===== src/rtl/exe_mul_sequencer_pkg.sv =====
// Shared definitions for the EXE-stage multiply sequencer: widths, status
// register bit positions, FSM state encoding and the N/Z merge helper.
package exe_mul_sequencer_pkg;

    localparam int WORD_DEFAULT      = 32;
    localparam int STEP_BITS_DEFAULT = 2;

    localparam int SR_N = 3;
    localparam int SR_Z = 2;
    localparam int SR_C = 1;
    localparam int SR_V = 0;

    typedef enum logic [1:0] {
        MUL_IDLE = 2'd0,
        MUL_RUN  = 2'd1,
        MUL_DONE = 2'd2
    } mul_state_e;

    // C and V always pass through; N and Z are replaced only when upd is set.
    function automatic logic [3:0] merge_nz(input logic [3:0] sr, input logic n,
                                            input logic z, input logic upd);
        logic [3:0] out;
        out       = 4'b0000;
        out[SR_N] = upd ? n : sr[SR_N];
        out[SR_Z] = upd ? z : sr[SR_Z];
        out[SR_C] = sr[SR_C];
        out[SR_V] = sr[SR_V];
        return out;
    endfunction

endpackage


===== src/rtl/exe_mul_sequencer_if.sv =====
// Request/response bundle between the EXE stage (master) and the multiply
// sequencer (slave).
interface exe_mul_sequencer_if #(parameter int WORD = 32);

    logic            start;
    logic            acc_en;
    logic            set_flags;
    logic [WORD-1:0] val_Rm;
    logic [WORD-1:0] val_Rs;
    logic [WORD-1:0] val_Rn;
    logic [3:0]      SR_in;
    logic            stall;
    logic            busy;
    logic            done;
    logic [WORD-1:0] result;
    logic [3:0]      status;

    modport master (
        output start, acc_en, set_flags, val_Rm, val_Rs, val_Rn, SR_in,
        input  stall, busy, done, result, status
    );

    modport slave (
        input  start, acc_en, set_flags, val_Rm, val_Rs, val_Rn, SR_in,
        output stall, busy, done, result, status
    );

endinterface


===== src/rtl/exe_mul_sequencer_mul_step.sv =====
// One shift-add step of the iterative multiplier: acc + mcand * slice,
// truncated to WORD bits.
module exe_mul_sequencer_mul_step #(
    parameter int WORD      = 32,
    parameter int STEP_BITS = 2
) (
    input  logic [WORD-1:0]      acc_i,
    input  logic [WORD-1:0]      mcand_i,
    input  logic [STEP_BITS-1:0] slice_i,
    output logic [WORD-1:0]      acc_o
);

    logic [WORD-1:0] slice_ext_s;
    logic [WORD-1:0] prod_s;

    assign slice_ext_s = {{(WORD-STEP_BITS){1'b0}}, slice_i};
    assign prod_s      = mcand_i * slice_ext_s;
    assign acc_o       = acc_i + prod_s;

endmodule


===== src/rtl/exe_mul_sequencer.sv =====
// Multi-cycle MUL/MLA controller for the EXE stage (Rd = Rm*Rs (+Rn)).
// Optional build macro EXE_MUL_EARLY_EXIT_EN ends RUN once the multiplier is exhausted.
module exe_mul_sequencer
    import exe_mul_sequencer_pkg::*;
#(
    parameter int WORD      = WORD_DEFAULT,
    parameter int STEP_BITS = STEP_BITS_DEFAULT
) (
    input  logic                clk,
    input  logic                rst,
    exe_mul_sequencer_if.slave  bus
);

    localparam int N     = WORD / STEP_BITS;
    localparam int CNT_W = (N > 1) ? $clog2(N) : 1;

    mul_state_e       state_q, state_d;
    logic [WORD-1:0]  acc_q, acc_d;
    logic [WORD-1:0]  mcand_q, mcand_d;
    logic [WORD-1:0]  mplier_q, mplier_d;
    logic [CNT_W-1:0] count_q, count_d;
    logic             flags_q, flags_d;
    logic [3:0]       sr_q, sr_d;
    logic [WORD-1:0]  result_q, result_d;
    logic [3:0]       status_q, status_d;
    logic             done_q, done_d;
    logic [WORD-1:0]  step_acc_s;
    logic             last_step_s;

    exe_mul_sequencer_mul_step #(.WORD(WORD), .STEP_BITS(STEP_BITS)) u_step (
        .acc_i   (acc_q),
        .mcand_i (mcand_q),
        .slice_i (mplier_q[STEP_BITS-1:0]),
        .acc_o   (step_acc_s)
    );

    // Decide whether the current RUN cycle retires the final multiplier slice
    always_comb begin
`ifdef EXE_MUL_EARLY_EXIT_EN
        last_step_s = (count_q == CNT_W'(N - 1)) ||
                      ((mplier_q >> STEP_BITS) == {WORD{1'b0}});
`else
        last_step_s = (count_q == CNT_W'(N - 1));
`endif
    end

    // FSM state register
    always_ff @(posedge clk) begin
        if (!rst) begin
            state_q <= MUL_IDLE;
        end else begin
            state_q <= state_d;
        end
    end

    // FSM next-state logic
    always_comb begin
        state_d = state_q;
        case (state_q)
            MUL_IDLE: begin
                if (bus.start) state_d = MUL_RUN;
                else           state_d = MUL_IDLE;
            end
            MUL_RUN: begin
                if (last_step_s) state_d = MUL_DONE;
                else             state_d = MUL_RUN;
            end
            MUL_DONE: state_d = MUL_IDLE;
            default:  state_d = MUL_IDLE;
        endcase
    end

    // FSM outputs: stall has a deliberate combinational path from start
    always_comb begin
        bus.busy  = (state_q == MUL_RUN);
        bus.stall = (state_q == MUL_RUN) || ((state_q == MUL_IDLE) && bus.start);
    end

    // Datapath next-state: operand latch, shift-add step and final capture
    always_comb begin
        acc_d    = acc_q;
        mcand_d  = mcand_q;
        mplier_d = mplier_q;
        count_d  = count_q;
        flags_d  = flags_q;
        sr_d     = sr_q;
        result_d = result_q;
        status_d = status_q;
        done_d   = 1'b0;
        case (state_q)
            MUL_IDLE: begin
                if (bus.start) begin
                    mcand_d  = bus.val_Rm;
                    mplier_d = bus.val_Rs;
                    acc_d    = bus.acc_en ? bus.val_Rn : {WORD{1'b0}};
                    flags_d  = bus.set_flags;
                    sr_d     = bus.SR_in;
                    count_d  = {CNT_W{1'b0}};
                end else begin
                    count_d = count_q;
                end
            end
            MUL_RUN: begin
                acc_d    = step_acc_s;
                mcand_d  = mcand_q << STEP_BITS;
                mplier_d = mplier_q >> STEP_BITS;
                count_d  = count_q + CNT_W'(1);
                // Outputs are captured on the edge entering DONE so they are valid with done
                if (last_step_s) begin
                    result_d = step_acc_s;
                    status_d = merge_nz(sr_q, step_acc_s[WORD-1],
                                        step_acc_s == {WORD{1'b0}}, flags_q);
                    done_d   = 1'b1;
                end else begin
                    done_d = 1'b0;
                end
            end
            MUL_DONE: done_d = 1'b0;
            default:  done_d = 1'b0;
        endcase
    end

    // Datapath and output registers
    always_ff @(posedge clk) begin
        if (!rst) begin
            acc_q    <= {WORD{1'b0}};
            mcand_q  <= {WORD{1'b0}};
            mplier_q <= {WORD{1'b0}};
            count_q  <= {CNT_W{1'b0}};
            flags_q  <= 1'b0;
            sr_q     <= 4'b0000;
            result_q <= {WORD{1'b0}};
            status_q <= 4'b0000;
            done_q   <= 1'b0;
        end else begin
            acc_q    <= acc_d;
            mcand_q  <= mcand_d;
            mplier_q <= mplier_d;
            count_q  <= count_d;
            flags_q  <= flags_d;
            sr_q     <= sr_d;
            result_q <= result_d;
            status_q <= status_d;
            done_q   <= done_d;
        end
    end

    assign bus.done   = done_q;
    assign bus.result = result_q;
    assign bus.status = status_q;

endmodule


===== src/flat_wrapper.sv =====
// flat-port wrapper written by rule: the top's interface ports become plain ports
module exe_mul_sequencer_flat import exe_mul_sequencer_pkg::*;
#(
    parameter int WORD      = WORD_DEFAULT,
    parameter int STEP_BITS = STEP_BITS_DEFAULT
)
  (clk, rst, bus_start, bus_acc_en, bus_set_flags, bus_val_Rm, bus_val_Rs, bus_val_Rn, bus_SR_in, bus_stall, bus_busy, bus_done, bus_result, bus_status);
  exe_mul_sequencer_if #(.WORD(WORD)) bus_i ();
  input  logic clk;
  input  logic rst;
  input wire logic [$bits(bus_i.start)-1:0] bus_start;
  input wire logic [$bits(bus_i.acc_en)-1:0] bus_acc_en;
  input wire logic [$bits(bus_i.set_flags)-1:0] bus_set_flags;
  input wire logic [$bits(bus_i.val_Rm)-1:0] bus_val_Rm;
  input wire logic [$bits(bus_i.val_Rs)-1:0] bus_val_Rs;
  input wire logic [$bits(bus_i.val_Rn)-1:0] bus_val_Rn;
  input wire logic [$bits(bus_i.SR_in)-1:0] bus_SR_in;
  output wire logic [$bits(bus_i.stall)-1:0] bus_stall;
  output wire logic [$bits(bus_i.busy)-1:0] bus_busy;
  output wire logic [$bits(bus_i.done)-1:0] bus_done;
  output wire logic [$bits(bus_i.result)-1:0] bus_result;
  output wire logic [$bits(bus_i.status)-1:0] bus_status;
  assign bus_i.start = bus_start;
  assign bus_i.acc_en = bus_acc_en;
  assign bus_i.set_flags = bus_set_flags;
  assign bus_i.val_Rm = bus_val_Rm;
  assign bus_i.val_Rs = bus_val_Rs;
  assign bus_i.val_Rn = bus_val_Rn;
  assign bus_i.SR_in = bus_SR_in;
  assign bus_stall = bus_i.stall;
  assign bus_busy = bus_i.busy;
  assign bus_done = bus_i.done;
  assign bus_result = bus_i.result;
  assign bus_status = bus_i.status;
  exe_mul_sequencer #(.WORD(WORD), .STEP_BITS(STEP_BITS)) u_core (.clk(clk), .rst(rst), .bus(bus_i));
endmodule

===== config.mk =====
export PLATFORM = sky130hd
export DESIGN_NAME = exe_mul_sequencer_flat
export DESIGN_NICKNAME = d
export VERILOG_FILES = /design/src/rtl/exe_mul_sequencer_pkg.sv /design/src/rtl/exe_mul_sequencer_if.sv /design/src/rtl/exe_mul_sequencer_mul_step.sv /design/src/rtl/exe_mul_sequencer.sv /design/src/flat_wrapper.sv
export SDC_FILE = /design/constraint.sdc
export NUM_CORES = 1
export LEC_CHECK = 0
export ABC_AREA = 1
export ABC_CLOCK_PERIOD_IN_PS = 4300
export CORE_ASPECT_RATIO = 2
export CORE_UTILIZATION = 30
export CTS_BUF_LIST = sky130_fd_sc_hd__clkbuf_8
export CTS_CLUSTER_SIZE = 12
export DETAILED_ROUTE_END_ITERATION = 8
export SYNTH_ARGS = -nofsm -noshare
export SYNTH_HDL_FRONTEND = slang
export SYNTH_SLANG_ARGS = --single-unit

===== constraint.sdc =====
create_clock -name clk -period 4.3 [get_ports clk]
set_clock_uncertainty 0.2 [all_clocks]
set_input_delay 0.645 -clock clk [delete_from_list [all_inputs] [get_ports clk]]
set_output_delay 0.645 -clock clk [all_outputs]
set_load 0.05 [all_outputs]

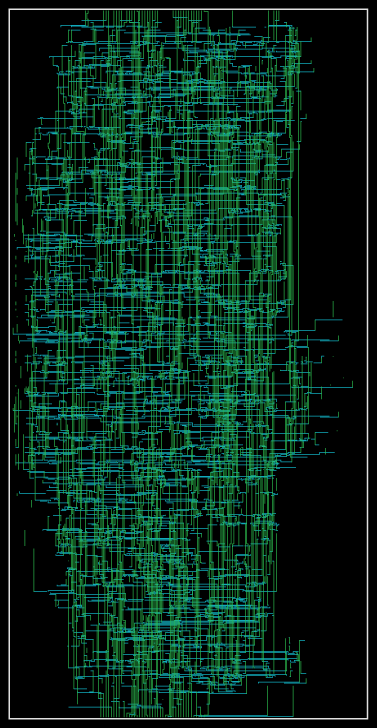
Run 1: metal layers overlaid
Two of the layers only.
M2 -> green  # wire length 19000 um
M1 -> cyan  # wire length 13500 um
drt wl/cell: 17.3 um
total wire length: 35100 um
Tot GR Track Use: 0.223
via count: 9704

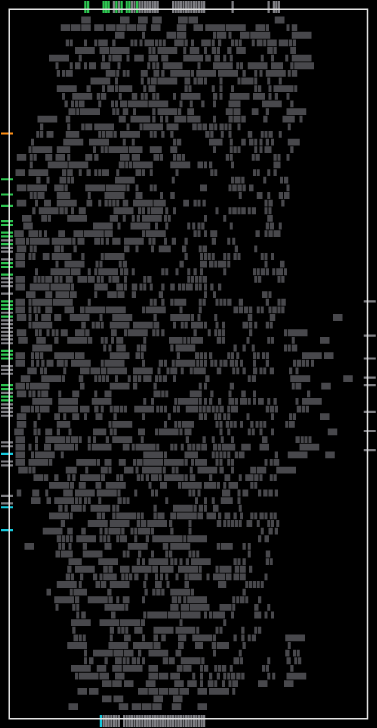
Run 1: pin map
Pins as bars across the die edge, other pins in grey.
bus_busy -> orange  # pins 1, direction output, edge west
bus_SR_in -> cyan  # pins 4, direction input, edge 3 west, 1 south
bus_val_Rs -> green  # pins 32, direction input, edge 22 west, 10 north
all pins by edge = 56 west, 40 south, 40 north, 8 east
die width: 127 um
IO buf count: 143
Die Ht: 252 um

==> impl_metrics.csv, run 1 <==
group,metric,value,unit
critical_path,rr_worst_depth,21,
synth,numSynthFlops,144,
synth,top_logic_kind,"simple AND/OR/NAND/NOR gates",
grt,grt_pass1_vias,9709,
synth,postSynthSeqShare,0.306,
critical_path,required,4.52,ns
power,maxPowerGroup,"sequential cells",
synth,yosys.area_share.aoi,0.129,
power,power.leakage,5.71,nW
critical_path,crit_path_max_incr_delay,0.52,ns
critical_path,crit_buf_inv,2,
clock_network,cts_resized,0,
drt,via_per_inst,4.79,
critical_path,cp-start-kind,"flop",
synth,synth.net_count,1642,
timing,fin_tns_setup,0,ns
min_path,worstHoldStart,"u_core.mplier_q[30]$_SDFFE_PN0P_",
synth,synth-adder-area-share,0.109,
critical_path,rr_startpoint,"u_core.mplier_q[1]$_SDFFE_PN0P_",
critical_path,path_cells,"buf_12 > nand2_1 > inv_1 > fa_1 > ha_1 > fa_1 > nand2_1 > nand2_1 > nand3_1 > nand2_1 > nand2_1 > nand2_1 > nor2_1 > nand3_1 > nor2_1 > nand2_1 > nor2_1 > nand3_1 > nor2_1 > nor2_1 > nor2_1",
power,swShare,0.323,
timing,period_used_share,0.901,
critical_path,cp_top_family,"simple AND/OR/NAND/NOR gates",
critical_path,worstPathArrival,4.09,ns
critical_path,critPathMaxFanout,19,
clock_network,clockBufferDepth,2,
clock_network,cts_setup_buffers,0,
grt,overflow,0,
drt,first_pass_iters,5,
run_status,run_status,"complete, no violations",
drt,ant_nets,0,
grt,met1_usage,0.236,
layout,area_growth,24.0,%
synth,syn_area,9410,um2
drt,drc,0,
clock_network,cts_made_buffers,17,
timing,relSlewSlack,0.479,
timing,fmax,258,MHz
place,hpwl,27700,um
clock_network,cts_tree,"yes",
timing,rsz0062_at_grt,"false",
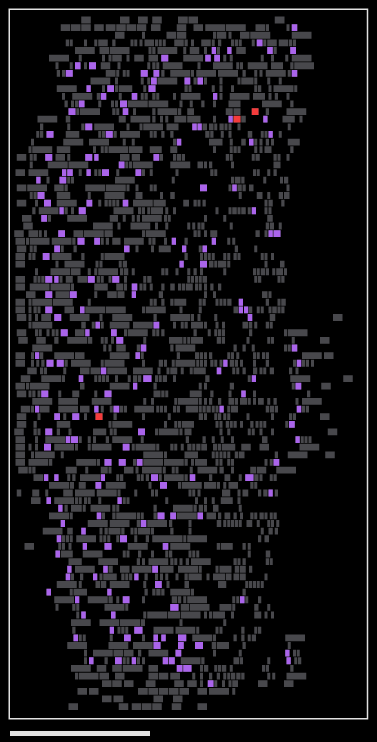
Run 1: gate families picked out
The bar under the picture is 50 um long.
aoi and oai cells -> purple  # cells 193
non-inverting ao/oa cells -> red  # cells 3
Top cell excl fill/tap: nand2_1
Comb/total area: 0.457
final cell count without fillers: 2025

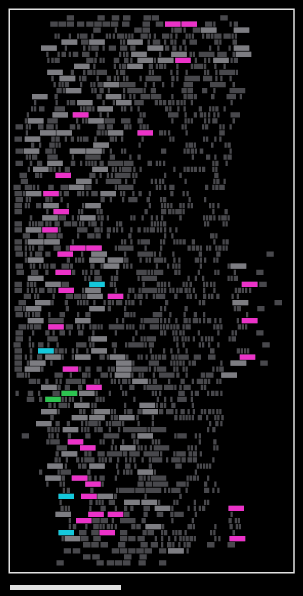
Run 1: sequential cells grouped by signal name
The bar under the picture is 50 um long. Other sequential cells in the stronger grey, the rest of the logic in the fainter grey.
u_core.bus.result -> magenta  # sequential cells 32, where spread over the die
u_core.state_q -> green  # sequential cells 2
u_core.bus.status -> cyan  # sequential cells 4
P_seq: 1.45 mW
Seq/total area: 0.247

==> run 1: cell usage in the layout (no fill, tap or decap), types with 6 or more instances in the layout <==
master,count
nand2_1,536
a22oi_1,38
clkbuf_8,19
dfxtp_1,144
clkdlybuf4s50_1,141
a21oi_1,41
nor2_1,98
nand3_1,70
nand2_2,10
buf_4,16
nand4_1,11
fa_1,31
a221oi_1,6
o21ai_0,39
inv_1,254
a31oi_1,51
o211ai_1,14
ha_1,32
==> run 1: registers in the layout, summed over array words and instances, names as in the netlist <==
register,count
u_core.bus.result,32
u_core.mplier_q,32
u_core.count_q,4
u_core.mcand_q,32
u_core.bus.done,1
u_core.bus.status,4
u_core.flags_q,1
u_core.acc_q,32
u_core.sr_q,4
u_core.state_q,2
==> run 1: synth_stat cells, types with 4 or more instances <==
library cell	n	area, um2
fa_1	31	621
nor3_1	4	20.0
nand2_1	536	2010
buf_1	4	15.0
nand3_1	70	350
nor2_1	100	375
xnor2_1	4	35.0
dfxtp_1	144	2880
nand4_1	11	68.8
ha_1	32	400
a21oi_1	41	205
clkbuf_1	43	161
nand2_2	10	62.6
o21ai_0	39	195
a31oi_1	51	319
a221oi_1	6	52.6
o211ai_1	14	105
a22oi_1	38	285
buf_2	13	65.1
nand3b_1	5	37.5
inv_1	251	942
==> run 1: final cells by class <==
type,count,area (um2),area share
diodes,1,2.50,0.000214
multi-input cells,1014,5330,0.457
repair buffers,162,1620,0.139
clock buffers,19,262,0.0224
clock inverters,12,96.3,0.00825
flip-flops and latches,144,2880,0.247
well taps,418,523,0.0448
inverters,255,957,0.0820
## Run 2: what changed since run 1
--- a/config.mk
+++ b/config.mk
@@ -12,6 +12,7 @@
 export CTS_BUF_LIST = sky130_fd_sc_hd__clkbuf_8
 export CTS_CLUSTER_SIZE = 12
 export DETAILED_ROUTE_END_ITERATION = 8
+export SETUP_SLACK_MARGIN = 0.1
 export SYNTH_ARGS = -nofsm -noshare
 export SYNTH_HDL_FRONTEND = slang
 export SYNTH_SLANG_ARGS = --single-unit
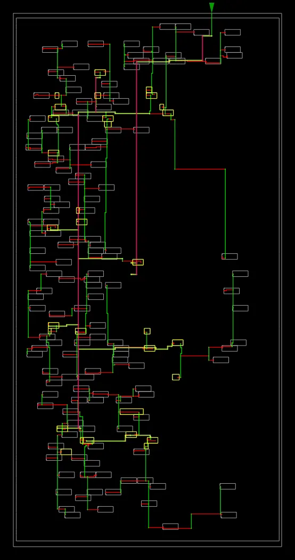
Run 2: the clock network
CTS buffer count: 17
clk pwr: 1.04 mW
clock buffer count in the final layout: 19
flop count: 144
clk latency late pin: 0.50 ns

==> impl_metrics.csv, run 2 <==
group,metric,value,unit
run_status,run_status,"complete, no violations",
place,portBuffers,143,
layout,area_growth,24.0,%
drt,ant_nets,0,
synth,top_area_cell,"dfxtp_1",
synth,synth.most_common_cell,"nand2_1",
drt,vias,9704,
timing,period_used_share,0.901,
drt,first_pass_iters,5,
grt,grt_pass1_vias,9709,
min_path,worstHoldStart,"u_core.mplier_q[30]$_SDFFE_PN0P_",
critical_path,crit_buf_inv,2,
timing,relSlewSlack,0.479,
power,power.leakage,5.71,nW
clock_network,cts_resized,0,
synth,yosysTopAreaCellShare,0.306,
critical_path,required,4.52,ns
layout,final_layout_top_logic_cells,"nand2_1, inv_1, dfxtp_1",
grt,grt.total_usage,0.223,
floorplanning,die_width,127,um
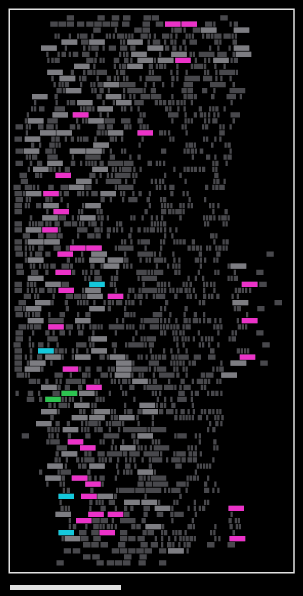
Run 2: sequential cells grouped by signal name
The bar under the picture is 50 um long. Other sequential cells in the stronger grey, the rest of the logic in the fainter grey.
u_core.state_q -> green  # sequential cells 2
u_core.bus.result -> magenta  # sequential cells 32, where spread over the die
u_core.bus.status -> cyan  # sequential cells 4
not coloured = 106
Flop area: 2880 um2
Final Core Density: 0.378

[run 2: cell counts in the layout (fill, tap and decap cells not counted)]
Identical to the previous run, type by type.
[run 2: final cells by class]
class / instances / area, um2 / area share
inverters: 255 / 957 / 0.0820
well taps: 418 / 523 / 0.0448
multi-input cells: 1014 / 5330 / 0.457
clock buffers: 19 / 262 / 0.0224
flip-flops and latches: 144 / 2880 / 0.247
clock inverters: 12 / 96.3 / 0.00825
diodes: 1 / 2.50 / 0.000214
repair buffers: 162 / 1620 / 0.139
[run 2: per-stage QoR]
stage	hold slack (ns)	util	instance area [um2]	cells	power (mW)
final	0.266	0.378	11700	2025	3.14
after CTS	0.269	0.378	11700	2024	3.17
after global routing	0.292	0.378	11700	2025	3.29
after floorplan	0.225	-	9410	1474	1.85
after detailed placement	0.258	0.367	11300	1993	2.13
after global placement	0.248	0.367	11300	1993	2.12
[run 2: worst reg2reg max path, stage by stage, from the launching register on]
cell and delay [ns]:
dfxtp_1 0.43, buf_12 0.19, nand2_1 0.08, inv_1 0.08, fa_1 0.42, ha_1 0.30, fa_1 0.52, nand2_1 0.10
nand2_1 0.07, nand3_1 0.11, nand2_1 0.13, nand2_1 0.09, nand2_1 0.12, nor2_1 0.18, nand3_1 0.18, nor2_1 0.13
nand2_1 0.06, nor2_1 0.11, nand3_1 0.07, nor2_1 0.10, nor2_1 0.05, nor2_1 0.10
[run 2: logic make-up (layout without fill, tap and decap cells)]
logic type               Yosys count  after routing  share of synthesized area
AND/OR/NAND/NOR                  749            749                      0.322
buffers and inverters            316            448                      0.129
AND-OR/OR-AND                    196            196                      0.129
flip-flops                       144            144                      0.306
adder cells (fa/ha/maj)           63             63                      0.109
XOR/XNOR                           6              6                    0.00559
other                              0              1                          0
Power figures rest on the tool's default switching activity, not on a simulated workload.
